**config.mk**
```make
export PLATFORM = sky130hd
export DESIGN_NAME = fetch_stage
export DESIGN_NICKNAME = d
export VERILOG_FILES = /design/src/rtl/pipe_pkg.sv /design/src/rtl/fetch_queue.sv /design/src/rtl/fetch_stage.sv
export SDC_FILE = /design/constraint.sdc
export NUM_CORES = 1
export LEC_CHECK = 0
export ABC_CLOCK_PERIOD_IN_PS = 4150
export CAP_MARGIN = 25
export CORE_MARGIN = 2
export CORE_UTILIZATION = 57
export CTS_BUF_LIST = sky130_fd_sc_hd__clkbuf_4
export CTS_CLUSTER_SIZE = 12
export DETAILED_ROUTE_END_ITERATION = 16
export GPL_ROUTABILITY_DRIVEN = 1
export PLACE_DENSITY = 0.84
export SLEW_MARGIN = 40
export SYNTH_ARGS = -nofsm -noshare
export SYNTH_HDL_FRONTEND = slang
export SYNTH_SLANG_ARGS = --single-unit
```
**constraint.sdc**
```tcl
create_clock -name clk -period 4.15 [get_ports clk]
set_input_delay 0.6225 -clock clk [delete_from_list [all_inputs] [get_ports clk]]
set_output_delay 0.6225 -clock clk [all_outputs]
set_load 0.01 [all_outputs]
```
**src/rtl/pipe_pkg.sv**
```systemverilog
// Constants and types shared by the 5-stage MIPS pipeline.
// Fetch-queue entries pair the instruction with its PC+4.
package pipe_pkg;

    localparam int unsigned WORD = 32;

    localparam logic [WORD-1:0] NOP_INSTR        = 32'h0000_0000;
    localparam logic [WORD-1:0] RESET_PC_DEFAULT = 32'h0000_0000;
    localparam logic [WORD-1:0] PC_STEP          = 32'd4;

    typedef struct packed {
        logic [WORD-1:0] pc_plus_4;
        logic [WORD-1:0] instr;
    } fq_entry_t;

    function automatic logic [WORD-1:0] word_align(input logic [WORD-1:0] addr);
        return addr & ~32'h0000_0003;
    endfunction

endpackage

```
**src/rtl/fetch_queue.sv**
```systemverilog
// In-order fetch queue: a side FIFO of issued PC+4 values is matched against
// returning instruction words, which land in a shift-register queue whose head is a flop.
module fetch_queue
    import pipe_pkg::*;
#(
    parameter int unsigned DEPTH = 2,
    localparam int unsigned CW   = $clog2(DEPTH + 1),
    localparam int unsigned AW   = $clog2(DEPTH)
) (
    input  logic            clk,
    input  logic            rst,
    input  logic            flush,
    input  logic            issue,
    input  logic [WORD-1:0] issue_pc,
    input  logic            push,
    input  logic [WORD-1:0] push_instr,
    input  logic            pop,
    output logic [CW-1:0]   count,
    output logic            head_valid,
    output logic [WORD-1:0] head_instr,
    output logic [WORD-1:0] head_pc_plus_4
);

    // Side FIFO of PC+4 for requests whose responses will be kept.
    logic [WORD-1:0] pcf_q [DEPTH];
    logic [WORD-1:0] pcf_d [DEPTH];
    logic [AW-1:0]   pc_wr_q, pc_wr_d;
    logic [AW-1:0]   pc_rd_q, pc_rd_d;

    // Data queue; invalid slots are held at zero so the head reads as a NOP bubble.
    fq_entry_t       ent_q [DEPTH];
    fq_entry_t       ent_d [DEPTH];
    logic [DEPTH-1:0] vld_q, vld_d;

    logic            pop_eff;
    logic            push_eff;
    logic [CW-1:0]   wr_idx;

    always_comb begin
        count = '0;
        for (int unsigned i = 0; i < DEPTH; i++) begin
            count = count + CW'(vld_q[i]);
        end
    end

    assign pop_eff  = pop && vld_q[0];
    assign wr_idx   = count - CW'(pop_eff);
    assign push_eff = push && (wr_idx < CW'(DEPTH));

    always_comb begin
        pcf_d   = pcf_q;
        pc_wr_d = pc_wr_q;
        pc_rd_d = pc_rd_q;
        if (flush) begin
            pc_wr_d = '0;
            pc_rd_d = '0;
        end else begin
            if (issue) begin
                pcf_d[pc_wr_q] = issue_pc + PC_STEP;
                pc_wr_d        = pc_wr_q + AW'(1);
            end
            if (push) begin
                pc_rd_d = pc_rd_q + AW'(1);
            end
        end
    end

    always_comb begin
        ent_d = ent_q;
        vld_d = vld_q;
        if (flush) begin
            vld_d = '0;
            for (int unsigned i = 0; i < DEPTH; i++) begin
                ent_d[i] = '0;
            end
        end else begin
            if (pop_eff) begin
                for (int unsigned i = 0; i + 1 < DEPTH; i++) begin
                    ent_d[i] = ent_q[i+1];
                    vld_d[i] = vld_q[i+1];
                end
                ent_d[DEPTH-1] = '0;
                vld_d[DEPTH-1] = 1'b0;
            end
            if (push_eff) begin
                for (int unsigned i = 0; i < DEPTH; i++) begin
                    if (wr_idx == CW'(i)) begin
                        ent_d[i] = {pcf_q[pc_rd_q], push_instr};
                        vld_d[i] = 1'b1;
                    end
                end
            end
        end
    end

    always_ff @(posedge clk or negedge rst) begin
        if (!rst) begin
            pc_wr_q <= '0;
            pc_rd_q <= '0;
            vld_q   <= '0;
            for (int unsigned i = 0; i < DEPTH; i++) begin
                pcf_q[i] <= '0;
                ent_q[i] <= '0;
            end
        end else begin
            pc_wr_q <= pc_wr_d;
            pc_rd_q <= pc_rd_d;
            vld_q   <= vld_d;
            for (int unsigned i = 0; i < DEPTH; i++) begin
                pcf_q[i] <= pcf_d[i];
                ent_q[i] <= ent_d[i];
            end
        end
    end

    assign head_valid     = vld_q[0];
    assign head_instr     = ent_q[0].instr;
    assign head_pc_plus_4 = ent_q[0].pc_plus_4;

endmodule

```
**src/rtl/fetch_stage.sv**
```systemverilog
// Instruction-fetch front end: owns the PC, issues credit-limited word fetches,
// buffers responses in order and drops responses made stale by an ID redirect.
module fetch_stage
    import pipe_pkg::*;
#(
    parameter logic [WORD-1:0] RESET_PC = RESET_PC_DEFAULT,
    parameter int unsigned     FQ_DEPTH = 2
) (
    input  logic            clk,
    input  logic            rst,
    input  logic            stallF,
    input  logic            redirectD,
    input  logic [WORD-1:0] redirect_pcD,
    output logic            imem_req,
    output logic [WORD-1:0] imem_addr,
    input  logic            imem_gnt,
    input  logic            imem_rvalid,
    input  logic [WORD-1:0] imem_rdata,
    output logic [WORD-1:0] instrF,
    output logic [WORD-1:0] pc_plus_4F,
    output logic            validF
);

    localparam int unsigned CW = $clog2(FQ_DEPTH + 1);

    localparam logic [0:0] ST_FETCH = 1'b0;
    localparam logic [0:0] ST_FLUSH = 1'b1;

    logic [WORD-1:0] pc_q, pc_d;
    logic [CW-1:0]   outst_q, outst_d;
    logic [CW-1:0]   drop_cnt_q, drop_cnt_d;
    logic [0:0]      state_q, state_d;

    logic [CW-1:0]   fq_count;
    logic [CW:0]     credit_used;
    logic            grant;
    logic            pop;
    logic            push;
    logic            drop_rsp;

    assign pop         = validF && !stallF;
    assign credit_used = {1'b0, outst_q} + {1'b0, fq_count} - (CW+1)'(pop);

    // Held low while in reset so the bus is idle until the first cycle after release.
    assign imem_req  = rst && !redirectD && (credit_used < (CW+1)'(FQ_DEPTH));
    assign imem_addr = pc_q;
    assign grant     = imem_req && imem_gnt;

    assign drop_rsp = imem_rvalid && (redirectD || (state_q == ST_FLUSH));
    assign push     = imem_rvalid && !drop_rsp;

    always_comb begin
        pc_d = pc_q;
        if (redirectD) begin
            pc_d = word_align(redirect_pcD);
        end else if (grant) begin
            pc_d = pc_q + PC_STEP;
        end
    end

    assign outst_d = outst_q + CW'(grant) - CW'(imem_rvalid);

    // Outstanding already counts responses still owed to an earlier flush,
    // so a redirect re-derives the drop count from it.
    always_comb begin
        drop_cnt_d = drop_cnt_q;
        if (redirectD) begin
            drop_cnt_d = outst_q - CW'(imem_rvalid);
        end else if (imem_rvalid && (state_q == ST_FLUSH)) begin
            drop_cnt_d = drop_cnt_q - CW'(1);
        end
    end

    always_comb begin
        state_d = state_q;
        case (state_q)
            ST_FETCH: if (redirectD && (drop_cnt_d != '0)) state_d = ST_FLUSH;
            ST_FLUSH: if (drop_cnt_d == '0) state_d = ST_FETCH;
            default:  state_d = ST_FETCH;
        endcase
    end

    always_ff @(posedge clk or negedge rst) begin
        if (!rst) begin
            pc_q       <= RESET_PC;
            outst_q    <= '0;
            drop_cnt_q <= '0;
            state_q    <= ST_FETCH;
        end else begin
            pc_q       <= pc_d;
            outst_q    <= outst_d;
            drop_cnt_q <= drop_cnt_d;
            state_q    <= state_d;
        end
    end

    fetch_queue #(
        .DEPTH(FQ_DEPTH)
    ) u_fetch_queue (
        .clk           (clk),
        .rst           (rst),
        .flush         (redirectD),
        .issue         (grant),
        .issue_pc      (pc_q),
        .push          (push),
        .push_instr    (imem_rdata),
        .pop           (pop),
        .count         (fq_count),
        .head_valid    (validF),
        .head_instr    (instrF),
        .head_pc_plus_4(pc_plus_4F)
    );

endmodule

```
==> results.txt <==
IO Pins - 168
Floorplan utilization - 58.5%
Late-Pin Clk Latency - 0.67 ns
Clk tree area frac - 5.22%
DR iter-0 viols - 858
Nets - 1392
Clock skew - 0.0495 ns
Ys flop type - dfrtp_1
DRT met1 WL - 12900 µm
Clock Tree Buf Depth - 3
Arr. time, crit path - 3.42 ns
Busiest layer in global routing - met2
Comb gate area - 0.00529 mm²
M3 GR Usage - 5.12%
Vias in the first global route - 9496
CTS Hold Bufs - 1
Status - complete, no violations
Most frequent logic cell in the layout - dfrtp_1
Sequential-to-total area share from yosys stat - 47.7%
Clock share of power - 28.7%
Layout non-clock buf frac - 13.5%
Initial antenna violation count - 1
Dominant cell area share - 47.7%
Asr flop ratio synth - 100%
CP max FO - 4
Top power group - sequential cells
Residual DRC - 0
Pwr dens - 468 mW/mm²
Leakage - 5.72 nW
TritonCTS clock tree - built
I/O Buffers - 163
Post-route insts no fill - 1622
DRT Pass-1 Iters - 5
FF-to-FF Start - u_fetch_queue.vld_q[0]$_DFF_PN0_
Basic Gates by Area - 19.2%
Largest net degree at the start of global routing - 128
Worst-path cell chain - clkdlybuf4s50_1 > nand2b_4 > fa_1 > nand2b_1 > fa_1 > xor2_1 > and4_1 > clkdlybuf4s50_1
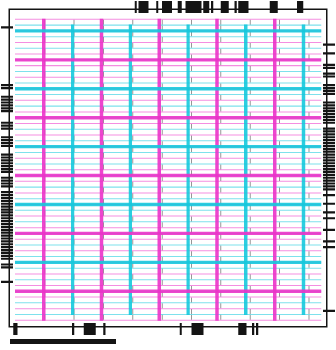
(floorplan with the power grid)
Scale bar: 50 µm. Pins as bars on the die edge. Tap cells in gray.
Key: magenta = VSS; cyan = VDD
10 straps on met5. 270 tap cells. 10 straps on met4. 168 signal pins sit on the boundary.
die width: 149 µm
peak supply drop: 0.252 mV
Die Y: 149 µm
core area: 0.0204 mm²

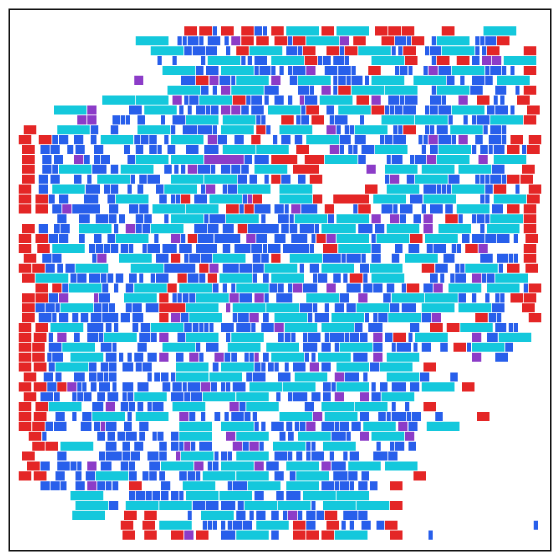
(placed cells, one color a class)
Key: purple = clock drivers and dummy loads [cells 98]; red = other buffers and delay cells [cells 189]; cyan = flops [cells 227]; blue = combinational and other logic [cells 837]
Seq/total area: 40.6%
Finished Core Util: 68.7%
final instance area: 0.0140 mm²
num rows: 52

Power figures rest on the tool's default switching activity, not on a simulated workload.
